**src/rtl/trace_pkg.sv**
```systemverilog
// Shared types, character constants and helpers for the write-back trace serializer.
// Optional feature macro: TRACE_PC_EN (adds the PC to each entry and the PC/COLON/SPACE states).
package trace_pkg;

`ifdef TRACE_PC_EN
    typedef enum logic [2:0] {
        ST_IDLE, ST_PC, ST_COLON, ST_SPACE, ST_NAME, ST_EQ, ST_HEX, ST_NL
    } state_t;

    typedef struct packed {
        logic [31:0] pc;
        logic [4:0]  addr;
        logic [31:0] data;
    } entry_t;
`else
    typedef enum logic [2:0] {
        ST_IDLE, ST_NAME, ST_EQ, ST_HEX, ST_NL
    } state_t;

    typedef struct packed {
        logic [4:0]  addr;
        logic [31:0] data;
    } entry_t;
`endif

    localparam logic [7:0] CH_EQ    = 8'h3D;
    localparam logic [7:0] CH_NL    = 8'h0A;
    localparam logic [7:0] CH_COLON = 8'h3A;
    localparam logic [7:0] CH_SPACE = 8'h20;

    function automatic logic [7:0] hex2ascii(input logic [3:0] n);
        return (n < 4'd10) ? (8'h30 + {4'h0, n}) : (8'h57 + {4'h0, n});
    endfunction

endpackage

```
**src/rtl/regdef.sv**
```systemverilog
// Register-number to assembler-name decoder; names are left-justified ASCII, NUL padded.
module regdef (
    input  logic [4:0]  addr,
    output logic [39:0] name
);

    function automatic logic [7:0] dig(input logic [4:0] a, input logic [4:0] base);
        return 8'h30 + {3'b000, 5'(a - base)};
    endfunction

    always_comb begin
        name = '0;
        if (addr == 5'd0)       name = {"$0", 24'h0};
        else if (addr == 5'd1)  name = {"at", 24'h0};
        else if (addr <= 5'd3)  name = {"v", dig(addr, 5'd2), 24'h0};
        else if (addr <= 5'd7)  name = {"a", dig(addr, 5'd4), 24'h0};
        else if (addr <= 5'd15) name = {"t", dig(addr, 5'd8), 24'h0};
        else if (addr <= 5'd23) name = {"s", dig(addr, 5'd16), 24'h0};
        else if (addr <= 5'd25) name = {"t", dig(addr, 5'd16), 24'h0};
        else if (addr <= 5'd27) name = {"k", dig(addr, 5'd26), 24'h0};
        else if (addr == 5'd28) name = {"gp", 24'h0};
        else if (addr == 5'd29) name = {"sp", 24'h0};
        else if (addr == 5'd30) name = {"fp", 24'h0};
        else                    name = {"ra", 24'h0};
    end

endmodule

```
**src/rtl/wb_trace_fifo.sv**
```systemverilog
// Event FIFO with extra-MSB pointers; head is the combinational read of the oldest entry.
module wb_trace_fifo #(
    parameter int  DEPTH = 4,
    parameter type T     = logic
) (
    input  logic clk,
    input  logic resetn,
    input  logic push,
    input  logic pop,
    input  T     din,
    output logic full,
    output logic empty,
    output T     head
);

    localparam int AW = $clog2(DEPTH);

    logic [AW:0] wptr, rptr;
    T            mem [DEPTH];

    assign empty = (wptr == rptr);
    assign full  = (wptr[AW] != rptr[AW]) && (wptr[AW-1:0] == rptr[AW-1:0]);
    assign head  = mem[rptr[AW-1:0]];

    always_ff @(posedge clk or negedge resetn) begin
        if (!resetn) begin
            wptr <= '0;
            rptr <= '0;
        end else begin
            if (push) wptr <= wptr + 1'b1;
            if (pop)  rptr <= rptr + 1'b1;
        end
    end

    always_ff @(posedge clk) begin
        if (push) mem[wptr[AW-1:0]] <= din;
    end

endmodule

```
**src/rtl/wb_trace_serializer.sv**
```systemverilog
// Queues register write-back events and prints each as "<reg>=<8 hex>\n" on a byte stream.
// Optional feature macro: TRACE_PC_EN prefixes each line with "<pc 8 hex>: ".
module wb_trace_serializer
    import trace_pkg::*;
#(
    parameter int DEPTH     = 4,
    parameter bit SKIP_ZERO = 1'b1,
    parameter int CNT_W     = 16
) (
    input  logic             clk,
    input  logic             resetn,
    input  logic             wb_en,
    input  logic [4:0]       wb_addr,
    input  logic [31:0]      wb_data,
    input  logic [31:0]      wb_pc,
    output logic             tx_valid,
    input  logic             tx_ready,
    output logic [7:0]       tx_data,
    output logic             busy,
    output logic             overflow,
    output logic [CNT_W-1:0] drop_cnt,
    input  logic             clr_stats
);

`ifdef TRACE_PC_EN
    localparam state_t ST_FIRST = ST_PC;
`else
    localparam state_t ST_FIRST = ST_NAME;
`endif

    state_t      state, state_n;
    entry_t      din, head, entry_q;
    logic        full, empty, push, pop, want_push, drop, load;
    logic [2:0]  hex_cnt, hex_cnt_n, name_idx, name_idx_n, name_sel;
    logic [39:0] reg_name;
    logic [7:0]  name_char, tx_data_n;
    logic        name_found, name_more, tx_valid_n;

    assign din.addr = wb_addr;
    assign din.data = wb_data;
`ifdef TRACE_PC_EN
    assign din.pc = wb_pc;
`else
    logic unused_pc;
    assign unused_pc = ^wb_pc;
`endif

    assign want_push = wb_en && !(SKIP_ZERO && (wb_addr == 5'd0));
    assign push      = want_push && (!full || pop);
    assign drop      = want_push && !push;
    assign load      = !tx_valid || tx_ready;
    assign busy      = !empty || (state != ST_IDLE) || tx_valid;

    wb_trace_fifo #(.DEPTH(DEPTH), .T(entry_t)) u_fifo (
        .clk(clk), .resetn(resetn), .push(push), .pop(pop),
        .din(din), .full(full), .empty(empty), .head(head)
    );

    regdef u_regdef (.addr(entry_q.addr), .name(reg_name));

    // Pick the next non-NUL name byte at or after name_idx, and whether another follows it.
    always_comb begin
        name_found = 1'b0;
        name_more  = 1'b0;
        name_sel   = '0;
        name_char  = '0;
        for (int i = 0; i < 5; i++) begin
            if (!name_found && (3'(i) >= name_idx) && (reg_name[8*(4-i) +: 8] != 8'h00)) begin
                name_found = 1'b1;
                name_sel   = 3'(i);
                name_char  = reg_name[8*(4-i) +: 8];
            end
        end
        for (int i = 0; i < 5; i++) begin
            if (name_found && (3'(i) > name_sel) && (reg_name[8*(4-i) +: 8] != 8'h00))
                name_more = 1'b1;
        end
    end

    always_comb begin
        state_n    = state;
        pop        = 1'b0;
        hex_cnt_n  = hex_cnt;
        name_idx_n = name_idx;
        tx_valid_n = tx_valid;
        tx_data_n  = tx_data;
        if (state == ST_IDLE) begin
            if (load) tx_valid_n = 1'b0;
            if (!empty) begin
                pop        = 1'b1;
                state_n    = ST_FIRST;
                hex_cnt_n  = 3'd7;
                name_idx_n = '0;
            end
        end else if (load) begin
            tx_valid_n = 1'b1;
            case (state)
`ifdef TRACE_PC_EN
                ST_PC: begin
                    tx_data_n = hex2ascii(entry_q.pc[{hex_cnt, 2'b00} +: 4]);
                    hex_cnt_n = hex_cnt - 3'd1;
                    if (hex_cnt == 3'd0) state_n = ST_COLON;
                end
                ST_COLON: begin
                    tx_data_n = CH_COLON;
                    state_n   = ST_SPACE;
                end
                ST_SPACE: begin
                    tx_data_n = CH_SPACE;
                    state_n   = ST_NAME;
                end
`endif
                ST_NAME: begin
                    if (name_found) begin
                        tx_data_n  = name_char;
                        name_idx_n = name_sel + 3'd1;
                        if (!name_more) state_n = ST_EQ;
                    end else begin
                        tx_data_n = CH_EQ;
                        state_n   = ST_HEX;
                        hex_cnt_n = 3'd7;
                    end
                end
                ST_EQ: begin
                    tx_data_n = CH_EQ;
                    state_n   = ST_HEX;
                    hex_cnt_n = 3'd7;
                end
                ST_HEX: begin
                    tx_data_n = hex2ascii(entry_q.data[{hex_cnt, 2'b00} +: 4]);
                    hex_cnt_n = hex_cnt - 3'd1;
                    if (hex_cnt == 3'd0) state_n = ST_NL;
                end
                ST_NL: begin
                    // Chain straight into the next queued event so lines run back to back.
                    tx_data_n = CH_NL;
                    if (!empty) begin
                        pop        = 1'b1;
                        state_n    = ST_FIRST;
                        hex_cnt_n  = 3'd7;
                        name_idx_n = '0;
                    end else begin
                        state_n = ST_IDLE;
                    end
                end
                default: state_n = ST_IDLE;
            endcase
        end
    end

    always_ff @(posedge clk or negedge resetn) begin
        if (!resetn) begin
            state    <= ST_IDLE;
            tx_valid <= 1'b0;
            tx_data  <= 8'h00;
            hex_cnt  <= '0;
            name_idx <= '0;
            entry_q  <= '0;
        end else begin
            state    <= state_n;
            tx_valid <= tx_valid_n;
            tx_data  <= tx_data_n;
            hex_cnt  <= hex_cnt_n;
            name_idx <= name_idx_n;
            if (pop) entry_q <= head;
        end
    end

    always_ff @(posedge clk or negedge resetn) begin
        if (!resetn) begin
            overflow <= 1'b0;
            drop_cnt <= '0;
        end else if (clr_stats) begin
            overflow <= 1'b0;
            drop_cnt <= '0;
        end else if (drop) begin
            overflow <= 1'b1;
            if (drop_cnt != {CNT_W{1'b1}}) drop_cnt <= drop_cnt + 1'b1;
        end
    end

endmodule

```
**config.mk**
```make
export PLATFORM = sky130hd
export DESIGN_NAME = wb_trace_serializer
export DESIGN_NICKNAME = d
export VERILOG_FILES = /design/src/rtl/trace_pkg.sv /design/src/rtl/regdef.sv /design/src/rtl/wb_trace_fifo.sv /design/src/rtl/wb_trace_serializer.sv
export SDC_FILE = /design/constraint.sdc
export NUM_CORES = 1
export LEC_CHECK = 0
export ABC_AREA = 0
export CORE_MARGIN = 2
export CORE_UTILIZATION = 35
export CTS_BUF_LIST = sky130_fd_sc_hd__clkbuf_8
export CTS_CLUSTER_SIZE = 8
export DETAILED_ROUTE_END_ITERATION = 7
export GPL_TIMING_DRIVEN = 0
export HOLD_SLACK_MARGIN = 0.02
export PLACE_DENSITY = 0.57
export SKIP_CTS_REPAIR_TIMING = 1
export SYNTH_ARGS = -nofsm -noshare
export SYNTH_HDL_FRONTEND = slang
export SYNTH_SLANG_ARGS = --single-unit
```
**constraint.sdc**
```tcl
create_clock -name clk -period 5.43 [get_ports clk]
set_input_delay 1.086 -clock clk [delete_from_list [all_inputs] [get_ports clk]]
set_output_delay 1.086 -clock clk [all_outputs]
set_load 0.02 [all_outputs]
```
==> Slide: Implementation Results, run 1 <==
Key Metrics from the Run

Global routing
  – Global-route wire length before repair: 35.4 mm
  – All-Layer GR Usage: 14.7%
  – Initial antenna violation count: 0
  – Largest net degree at the start of global routing: 54
  – Gr ovfl total: 0

Place
  – Area after DPL: 0.0114 mm²
  – Dpl hpwl: 14.4 mm
  – DP Worst Slack: 1.71 ns
  – IO Port Bufs: 66

Finish
  – Comb area share: 29.1%
  – Commonest Layout Cell: edfxtp_1
  – Multi-In Gates: 392
  – Inverters: 14
  – Layout non-clock buf frac: 7.81%
  – Final non-filler cell total: 1192
  – Most common logic cells in the final layout: 148 x edfxtp_1, 77 x dfrtp_1, 65 x clkdlybuf4s50_1
  – Sequential cell area: 0.00637 mm²
  – Nets@finish: 872
  – Area grow syn2layout: 19.8%
  – Number of fill cells: 2620
  – Seq_cells: 225
  – Clk tree area frac: 6.20%

Yosys
  – Yosys simple share: 8.31%
  – Synth Seq Share: 62.8%
  – Post-synthesis async set-or-reset flop share: 34.2%
  – Synth Instances: 665
  – Mapped Area: 0.0101 mm²
  – Synth logic family: multiplexers
  – Chip area in the Yosys report: 0.0101 mm²
  – XOR Share, Synth: 2.25%
  – Yosys warns: 0
  – Yosys cell count: 665
  – Top cells by area: edfxtp_1 44%, dfrtp_1 19%, mux4_2 9.3%
  – Top-area cell share: 43.8%
  – Synth unique cells: 76
  – Flip-flops with a built-in enable: 148
  – Largest area contributor in the netlist: edfxtp_1

Clock tree
  – Clock transition at the registers of the reported paths: 0.06 ns
  – CTS H-tree lvls: 2
  – Clock root buffer: clkbuf_8
  – TritonCTS Buffers: 39
  – Sink Count: 225
  – CTS tree: yes
  – Clk latency late pin: 0.53 ns

Die
  – IO Count: 101
  – Die Width: 174 µm
  – Placeable Area: 0.0286 mm²
  – Core Util at FP: 35.4%
  – Rows: 62

Timing
  – Hold_ws: 0.473 ns
  – Final setup margin: 1.81 ns
  – Pins Over Slew Limit: 0
  – Tmin final: 3.62 ns
  – Final TNS setup: 0 ns
  – Final hold vios: 0
  – Tcrit/Tclk final: 66.7%
  – Setup repair after global routing missed its margin: false
  – Worst-margin pin slew: 0.884 ns
  – Max Freq: 276 MHz

Worst setup path
  – Critical R2R Launch: entry_q[33]
  – Setup crit end: busy
  – Crit Path Max Fanout: 4
  – CP Class: register to output port
  – CP arrival: 2.53 ns
  – Critical Path Sink Type: output port
  – Worst Setup SP: u_fifo.rptr[1]
  – Worst R2R Path Depth: 10
  – FF-to-FF setup slack: 2.42 ns
  – Startpoint types: register

Route
  – Wirelength per Cell: 18.1 µm
  – Vias: 6019
  – Vias/cell: 5.05
  – Final ANT Viol Nets: 0

Flow run
  – OpenROAD warnings: 71

Power
  – Worst vdd ir: 0.226 mV

Status
  – Outcome: completed

Worst hold path
  – Class of the worst hold path: input pin to async pin
-- run 1: cells in the mapped netlist (all sizes together) (2+ instances only) --
cell	instances
buf	20
a311oi	3
or3	2
and2	11
mux4	45
nand2	24
nand2b	3
nand4	11
or4	3
a31oi	9
edfxtp	148
a21boi	4
o311ai	2
ha	21
o21a	2
and3	8
o21ai	16
o32a	2
nor2b	4
nor3b	2
inv	14
xnor2	10
dfrtp	77
xor2	16
o211ai	3
o41ai	3
nand3	18
a21o	5
clkbuf	14
a22oi	2
nor4	2
nand4b	2
nor2	49
a221oi	2
a211o	3
o311a	2
mux2i	7
nand3b	6
nor3	12
mux2	41
a221o	2
a21oi	20
-- run 1: state kept, by name, indices dropped and copies added, names as in the netlist, 7 cells and up --
signal and count:
u_fifo.mem 148, drop_cnt 16, entry_q 37, tx_data 7
-- run 1: power by group --
part           internal, W  switching (W)  total, W
clock network     0.000783       0.000684   0.00147
registers          0.00234       0.000221   0.00256
logic              0.00131        0.00155   0.00286
-- run 1: how the worst min path moves through the flow --
stage	from	endpoint	cells after the start
CTS	resetn	entry_q[23]	1
global route	resetn	entry_q[2]	1
global placement	tx_data[5]	tx_data[5]	2
floorplan	entry_q[23]	entry_q[23]	1
finish	resetn	entry_q[33]	1
detailed placement	tx_data[5]	tx_data[5]	2
-- run 1: per-layer routing --
layer	global-route usage, %	wire [µm]	share of wire, %	up-vias
li1	-	-	-	2821
met1	20.0	9800	45	3019
met2	23.8	10500	48	152
met3	3.17	998	4.6	27
met4	4.45	335	1.5	0
met5	0	0	0	-
-- run 1: worst max-delay path, cell delays in order, from the launching register on --
cell and delay [ns]:
dfrtp_1 0.43, xnor2_1 0.23, nand3b_1 0.22, nor3_1 0.42
nand2_1 0.13, clkdlybuf4s50_1 0.57
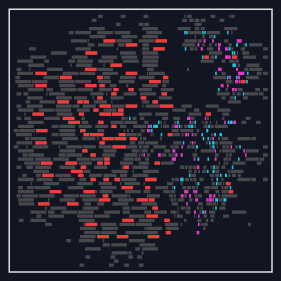
Fig. 1. Gate families picked out (run 1).
Scale: 1.5 px per µm.
Cyan shows NOR gates, cells 69, most used nor2_1. Red shows multiplexers, cells 93, most used mux4_2. Magenta shows NAND gates, cells 64, most used nand2_1.

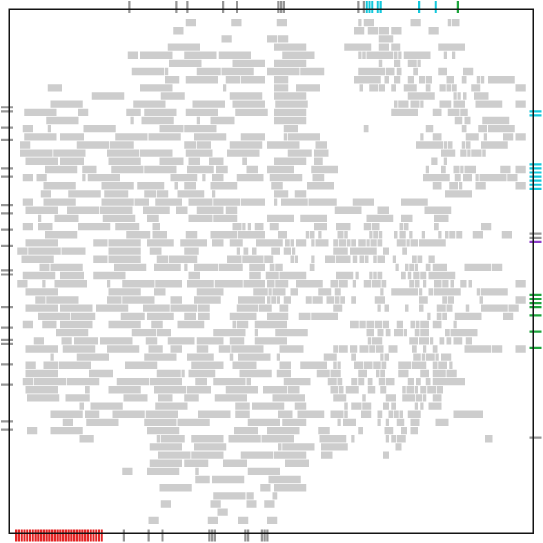
Fig. 2. I/O pins on the die edge (run 1).
Scale: 3 px per µm. Pins as bars across the die edge, other pins in gray.
Green shows `tx_data`, pins 8, direction output, edge 7 right, 1 top. Red shows `wb_pc`, pins 32, direction input, edge bottom. Purple shows `busy`, pins 1, direction output, edge right. Cyan shows `drop_cnt`, pins 16, direction output, edge 9 right, 7 top.
All pins by edge: 43 bottom, 20 right, 20 left, 18 top.

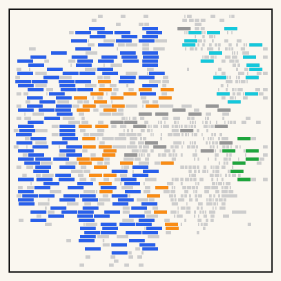
Fig. 3. Sequential cells colored by netlist name (run 1).
Scale: 1.5 px per µm.
Green shows `tx_data`, sequential cells 7, where right middle. Blue shows `u_fifo.mem`, sequential cells 148. Orange shows `entry_q`, sequential cells 37. Cyan shows `drop_cnt`, sequential cells 16, where top right.

Fig. 4: run 1, routing congestion
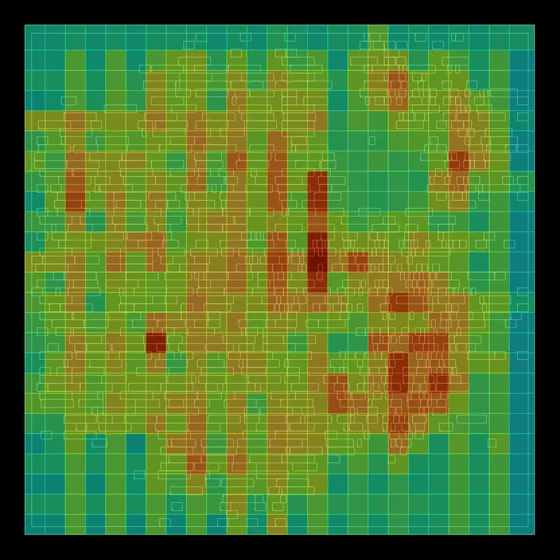

--- run 2 (diff from run 1) ---
--- a/config.mk
+++ b/config.mk
@@ -13,7 +13,7 @@
 export DETAILED_ROUTE_END_ITERATION = 7
 export GPL_TIMING_DRIVEN = 0
 export HOLD_SLACK_MARGIN = 0.02
-export PLACE_DENSITY = 0.57
+export PLACE_DENSITY = 0.59
 export SKIP_CTS_REPAIR_TIMING = 1
 export SYNTH_ARGS = -nofsm -noshare
 export SYNTH_HDL_FRONTEND = slang
==> constraint.sdc (replaced) <==
create_clock -name clk -period 3.15 [get_ports clk]
set_input_delay 0.63 -clock clk [delete_from_list [all_inputs] [get_ports clk]]
set_output_delay 0.63 -clock clk [all_outputs]
set_load 0.02 [all_outputs]
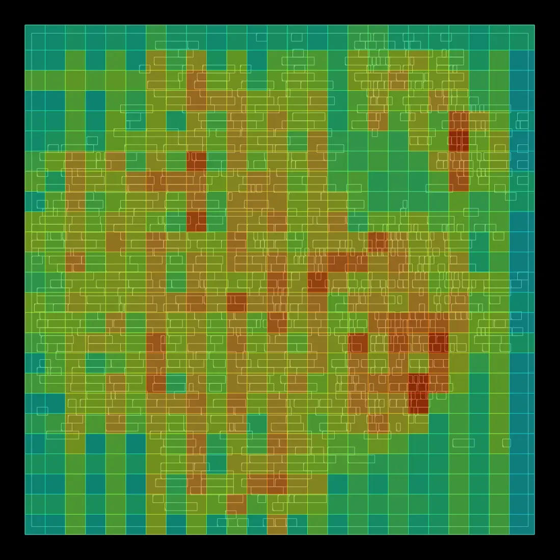
Fig. 5. Routing congestion (run 2).
GR Util met2: 23.2%
met3 Track Usage GR: 2.76%

==> Slide: Implementation Results, run 2 <==
Key Metrics from the Run

Timing
  – Worst-margin pin slew: 0.897 ns (+0.0128 ns)
  – Tmin final: 2.98 ns
  – Setup repair after global routing missed its margin: true
  – Max Freq: 336 MHz
  – Final setup margin: 0.173 ns (-1.64 ns)
  – Hold_ws: 0.0692 ns (-0.404 ns)
  – Final TNS setup: 0 ns (unchanged)

Clock tree
  – Clk latency late pin: 0.55 ns (+0.02 ns)
  – CTS tree: yes
  – Clock root buffer: clkbuf_8
  – CTS H-tree lvls: 2 (unchanged)
  – TritonCTS Buffers: 40 (+2.6%)
  – Sink Count: 225 (unchanged)

Global routing
  – Gr ovfl total: 0 (unchanged)
  – All-Layer GR Usage: 14.5% (-0.22 points)
  – Global-route wire length before repair: 34.7 mm (-1.9%)
  – Largest net degree at the start of global routing: 41 (-24%)

Yosys
  – Flip-flops with a built-in enable: 148 (unchanged)
  – Yosys cell count: 665 (unchanged)
  – Synth Seq Share: 62.8% (unchanged)
  – Top-area cell share: 43.8% (unchanged)
  – Synth Instances: 665 (unchanged)
  – Top cells by area: edfxtp_1 44%, dfrtp_1 19%, mux4_2 9.3%
  – Post-synthesis async set-or-reset flop share: 34.2% (unchanged)
  – Synth unique cells: 76 (unchanged)
  – List of most frequent post-synthesis cells: 148 x edfxtp_1, 77 x dfrtp_1, 49 x nor2_1, 42 x mux4_2, 27 x mux2_2
  – Chip area in the Yosys report: 0.0101 mm² (unchanged)

Finish
  – Nets@finish: 873 (+0.11%)
  – Final non-filler cell total: 1192 (unchanged)
  – Most common logic cells in the final layout: 148 x edfxtp_1, 77 x dfrtp_1, 65 x clkdlybuf4s50_1
  – Number of fill cells: 2608 (-0.46%)
  – Commonest Layout Cell: edfxtp_1

Route
  – Vias/cell: 5.09 (+0.83%)
  – Wirelength per Cell: 18.0 µm (-0.51%)
  – Vias: 6069 (+0.83%)
  – Final ANT Viol Nets: 0 (unchanged)

Die
  – Die Width: 174 µm (unchanged)
  – Core Util at FP: 35.4% (unchanged)
  – Placeable Area: 0.0286 mm² (unchanged)

Status
  – Outcome: completed

Power
  – Worst vdd ir: 0.404 mV (+79%)

Place
  – DP Worst Slack: -0.152 ns (-1.86 ns)
  – IO Port Bufs: 66 (unchanged)
  – Area after DPL: 0.0114 mm² (unchanged)
  – Dpl hpwl: 14.4 mm (-0.14%)

Worst setup path
  – CP arrival: 2.35 ns (-0.18 ns)
  – Crit Path Max Fanout: 4 (unchanged)
  – Startpoint types: register
  – CP Class: register to output port
  – Critical Path Sink Type: output port
  – WP buf/inv: 1 (unchanged)
  – CP max-delay cell: clkdlybuf4s50_1
  – Worst R2R Path Depth: 10 (unchanged)
  – Slowest stage delay, CP: 0.55 ns (-0.02 ns)

Flow run
  – OpenROAD warnings: 72 (+1.4%)

Worst hold path
  – Class of the worst hold path: input pin to async pin
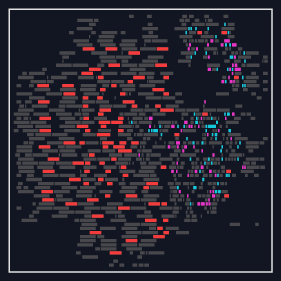
Fig. 6. Gate families picked out (run 2).
Scale: 1.5 px per µm.
Red shows multiplexers, cells 93, most used mux4_2. Magenta shows NAND gates, cells 64, most used nand2_1. Cyan shows NOR gates, cells 69, most used nor2_1.

## run 2: how the worst max path moves through the flow
stage / to / slack (ns) / from / depth (start not counted)
2_1_floorplan: u_fifo.mem[3][0] / 0.39 / tx_ready / 6
3_3_place_gp: entry_q[9] / -1.61 / resetn / 1
3_5_place_dp: u_fifo.mem[3][20] / -0.15 / tx_ready / 8
4_1_cts: busy / -0.003 / u_fifo.rptr[1] / 5
5_1_grt: busy / -0.01 / u_fifo.rptr[1] / 5
6_report: busy / 0.17 / u_fifo.rptr[1] / 5
## run 2: cell families (layout without fill, tap and decap cells)
family / count (synthesis) / count (layout) / share of synthesized area (%)
other: 1 / 1 / 0.0370
DFF: 225 / 225 / 62.8
adders and majority gates: 21 / 21 / 2.59
buffers and inverters: 48 / 191 / 2.32
and+or+nand+nor: 161 / 161 / 8.31
xor gates and xnor gates: 26 / 26 / 2.25
muxes: 93 / 93 / 15.5
AOI/OAI and AO/OA: 90 / 90 / 6.11
## run 2: per-layer routing
layer  global-route usage, %  part of all wire [%]
met3                    2.76                   5.0
met2                    23.2                    48
met4                    4.59                   1.9
met5                       0                     0
met1                    20.1                    45
## run 2: cell type report
type                            instances  area [µm²]  share of cell area [%]
Buffer                                 34         184                    1.51
Clock buffer                           44         606                    4.96
Clock inverter                         28         191                    1.57
Inverter                               14        52.6                   0.431
Multi-Input combinational cell        392        3550                    29.1
Sequential cell                       225        6370                    52.2
Tap cell                              384         480                    3.94
Timing Repair Buffer                   71         766                    6.27
## run 2: power by group
part           switching (W)  internal, W  total (W)
clock                0.00119      0.00146    0.00265
combinational        0.00268      0.00226    0.00494
sequential          0.000388      0.00403    0.00442
No activity file was given, so power comes from the tool's default toggle rates.
